==> config.mk <==
export PLATFORM = sky130hd
export DESIGN_NAME = nor_lane_serializer
export DESIGN_NICKNAME = d
export VERILOG_FILES = /design/src/rtl/nor_lane_serializer.sv
export SDC_FILE = /design/constraint.sdc
export NUM_CORES = 1
export LEC_CHECK = 0
export ABC_AREA = 0
export CAP_MARGIN = 20
export CORE_MARGIN = 2
export CORE_UTILIZATION = 45
export CTS_CLUSTER_DIAMETER = 200
export DETAILED_ROUTE_END_ITERATION = 10
export PLACE_DENSITY = 0.71
export SKIP_CTS_REPAIR_TIMING = 1
export SKIP_LAST_GASP = 1
export SLEW_MARGIN = 20
export SYNTH_ARGS = -nofsm -noshare
export SYNTH_HDL_FRONTEND = slang
export SYNTH_SLANG_ARGS = --single-unit
==> constraint.sdc <==
create_clock -name clk -period 5 [get_ports clk]
set_clock_uncertainty 0.1 [all_clocks]
set_input_delay 1 -clock clk [delete_from_list [all_inputs] [get_ports clk]]
set_output_delay 1 -clock clk [all_outputs]
set_load 0.02 [all_outputs]
==> src/rtl/nor_lane_serializer.sv <==
// rtl/nor_lane_serializer.sv - buffers NOR lane vectors and emits them as LSB-first frames with even parity
module nor_lane_serializer #(
    parameter int WIDTH = 4,
    parameter int DEPTH = 2
) (
    input  logic                         clk,
    input  logic                         reset,
    input  logic                         in_valid,
    input  logic [WIDTH-1:0]             in_data,
    output logic                         in_ready,
    output logic                         ser_valid,
    output logic                         ser_out,
    output logic                         ser_first,
    output logic                         ser_last,
    input  logic                         ser_ready,
    output logic [$clog2(DEPTH+1)-1:0]   fifo_count
);

    localparam int CW = $clog2(DEPTH + 1);
    localparam int PW = $clog2(DEPTH);
    localparam int IW = $clog2(WIDTH);

    localparam logic [1:0] IDLE   = 2'd0;
    localparam logic [1:0] DATA   = 2'd1;
    localparam logic [1:0] PARITY = 2'd2;

    logic [WIDTH-1:0] mem [DEPTH];
    logic [PW-1:0]    wr_ptr;
    logic [PW-1:0]    rd_ptr;
    logic [CW-1:0]    count;
    logic [1:0]       state;
    logic [WIDTH-1:0] shreg;
    logic             par;
    logic [IW-1:0]    idx;
    logic [WIDTH-1:0] head;
    logic             push;
    logic             pop;
    logic             xfer;

    // Ready looks only at the registered count, so a same-cycle pop never frees a slot early.
    assign in_ready   = (count != CW'(DEPTH)) & ~reset;
    assign push       = in_valid & in_ready;
    assign xfer       = ser_valid & ser_ready;
    assign head       = mem[rd_ptr];
    assign fifo_count = count;

    always_comb begin
        pop = 1'b0;
        case (state)
            IDLE:    pop = (count != '0);
            PARITY:  pop = xfer && (count != '0);
            default: pop = 1'b0;
        endcase
    end

    always_ff @(posedge clk) begin
        if (push) begin
            mem[wr_ptr] <= in_data;
        end
    end

    always_ff @(posedge clk or posedge reset) begin
        if (reset) begin
            wr_ptr <= '0;
            rd_ptr <= '0;
            count  <= '0;
        end else begin
            if (push) wr_ptr <= wr_ptr + 1'b1;
            if (pop)  rd_ptr <= rd_ptr + 1'b1;
            case ({push, pop})
                2'b10:   count <= count + 1'b1;
                2'b01:   count <= count - 1'b1;
                default: count <= count;
            endcase
        end
    end

    always_ff @(posedge clk or posedge reset) begin
        if (reset) begin
            state <= IDLE;
            shreg <= '0;
            par   <= 1'b0;
            idx   <= '0;
        end else begin
            case (state)
                IDLE: begin
                    if (pop) begin
                        shreg <= head;
                        par   <= ^head;
                        idx   <= '0;
                        state <= DATA;
                    end
                end
                DATA: begin
                    if (xfer) begin
                        shreg <= shreg >> 1;
                        idx   <= idx + 1'b1;
                        if (idx == IW'(WIDTH - 1)) state <= PARITY;
                    end
                end
                PARITY: begin
                    // Reload straight from the FIFO so consecutive frames have no idle bubble.
                    if (xfer) begin
                        if (pop) begin
                            shreg <= head;
                            par   <= ^head;
                            idx   <= '0;
                            state <= DATA;
                        end else begin
                            state <= IDLE;
                        end
                    end
                end
                default: state <= IDLE;
            endcase
        end
    end

    assign ser_valid = (state == DATA) || (state == PARITY);
    assign ser_out   = (state == DATA) ? shreg[0] : ((state == PARITY) ? par : 1'b0);
    assign ser_first = (state == DATA) && (idx == '0);
    assign ser_last  = (state == PARITY);

endmodule

### Metal 1

The bar under the picture is 20 µm long.
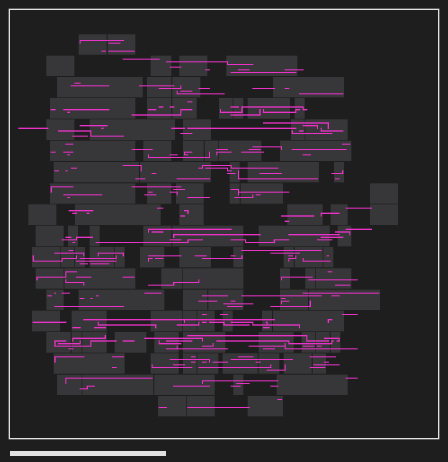
main direction	horizontal
nets with wire on the layer	104
wire length on this layer	766 µm
share of all routed wire	44%
via count: 692
Routed WL: 1756 µm
met1 Use GR: 18.45%

### Routing congestion

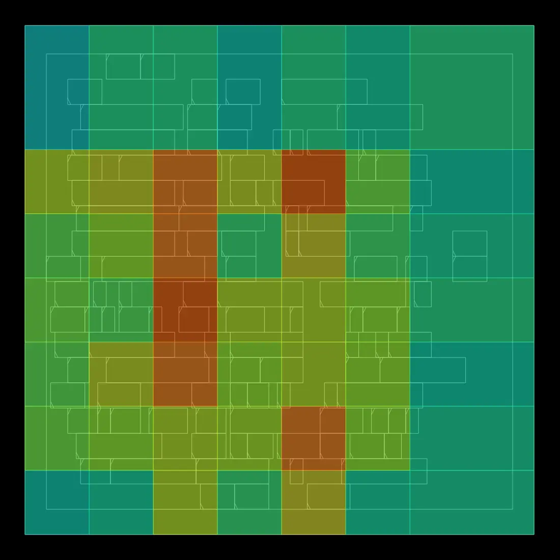
overall routing resource usage: 14.77%
grt met3 use: 3.279%
WL/cell: 12.54 µm
final core utilization: 55.20%
met2 GRT Util: 24.40%

### Wiring by layer

The bar under the picture is 20 µm long. Only two layers are drawn.
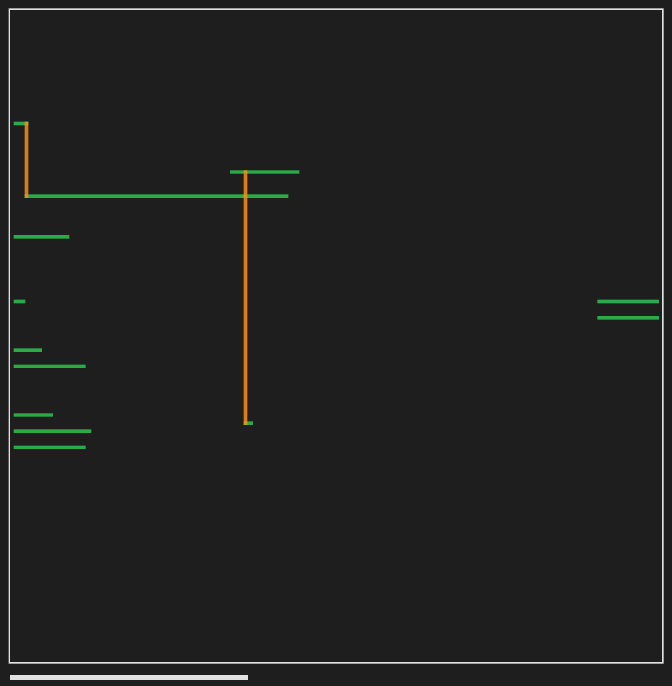
colour	layer	wire length
orange	metal 4	27.2 µm
green	metal 3	66.1 µm

### Wiring heat map

The die is cut into 11 by 11 equal tiles; white is low, dark blue is high, scaled to the fullest tile. Values are wire area over tile area, all layers added.
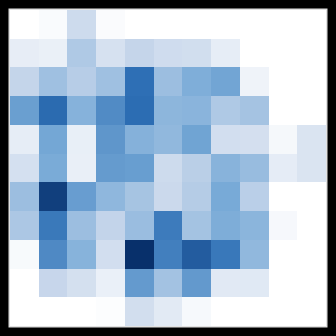
nearly empty tiles	26%
fullest tile	0.34
tiles over half the peak	18%
mean over tiles	0.091
emptiest ninth of the die	upper right

### Layout detail

The bar under the picture is 5 µm long. Window x 31 to 51, y 31 to 51 µm. Cells in grey, sequential cells in the stronger grey; small squares are vias.
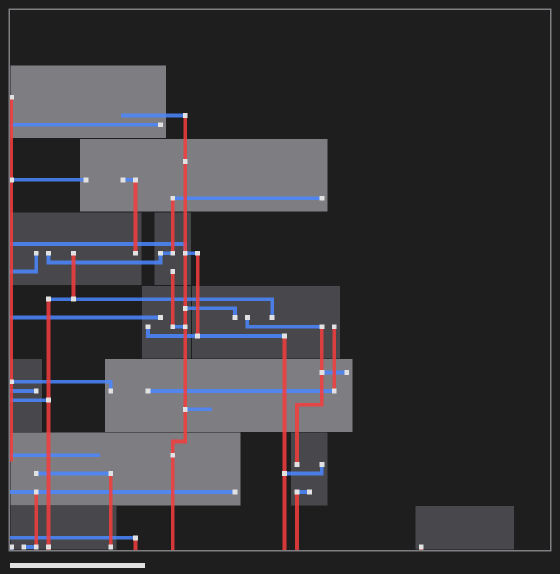
colour	layer
red	metal 2
blue	metal 1
most frequent	dfrtp_1 (4), mux2_4 (3), nand2_1 (2)
cells with their middle in the window	11
netlist names of flops here include	shreg (4)
sequential cells in the window	4

==> results.py <==
# Generated from Yosys and OpenROAD reports
metrics = {
    "setup_path": {
        "worstSetupPathType": "in2out",
        "worstPathMaxFanout": 3,
    },
    "synth": {
        "async_flop_share_pct": 61.90,
        "ys.flops": 21,
        "synthXorXnorAreaFrac_pct": 7.559,
        "yosys.area_share.aoi_pct": 9.827,
        "top_cell_area_share_pct": 28.08,
        "yosys_most_used_dff": "dfrtp_1",
        "edf_count": 8,
        "synthTopCellsByArea": "dfrtp_1 (28%), edfxtp_1 (21%), mux2i_1 (7.8%)",
    },
    "timing": {
        "tightest_slew_ns": 0.5014,
    },
    "pwr": {
        "peakVddDrop_mv": 0.4367,
    },
    "grt": {
        "grt_pass1_wl_um": 3091,
    },
    "cells_and_area": {
        "buffer_area_share_pct": 10.34,
        "final_common_cell": "clkdlybuf4s50_1",
        "nets": 126,
        "final.clkbuf_count": 3,
    },
    "clocking": {
        "htreeDepth": 1,
    },
    "placed_design": {
        "io_buffers": 14,
    },
    "drt": {
        "firstDrtPassIters": 4,
    },
    "die": {
        "die-area_um2": 2996,
    },
    "run_status": {
        "outcome": "finished clean",
    },
}
==> worst max-delay path: stages <==
cell and delay, ns:
clkdlybuf4s50_1 0.42, a21oi_1 0.19, clkdlybuf4s50_1 0.64
==> power by group through the flow <==
stage / clock [mW] / sequential [mW] / combinational, mW
3_5_place_dp: 0 / 0.314 / 0.567
5_1_grt: 0.0933 / 0.321 / 0.618
2_1_floorplan: 0 / 0.301 / 0.453
3_3_place_gp: 0 / 0.312 / 0.556
6_report: 0.0800 / 0.311 / 0.561
4_1_cts: 0.0850 / 0.311 / 0.569
==> metal layers <==
layer  wire, µm  vias to the layer above  share of wire (%)  GRT usage, %
met5          0                        -                  0             0
met4         27                        0                1.5         6.250
met3         66                        4                3.8         3.279
met2        897                       13                 51         24.40
met1        765                      323                 44         18.45
li1           -                      352                  -             -
No activity file was given, so power comes from the tool's default toggle rates.
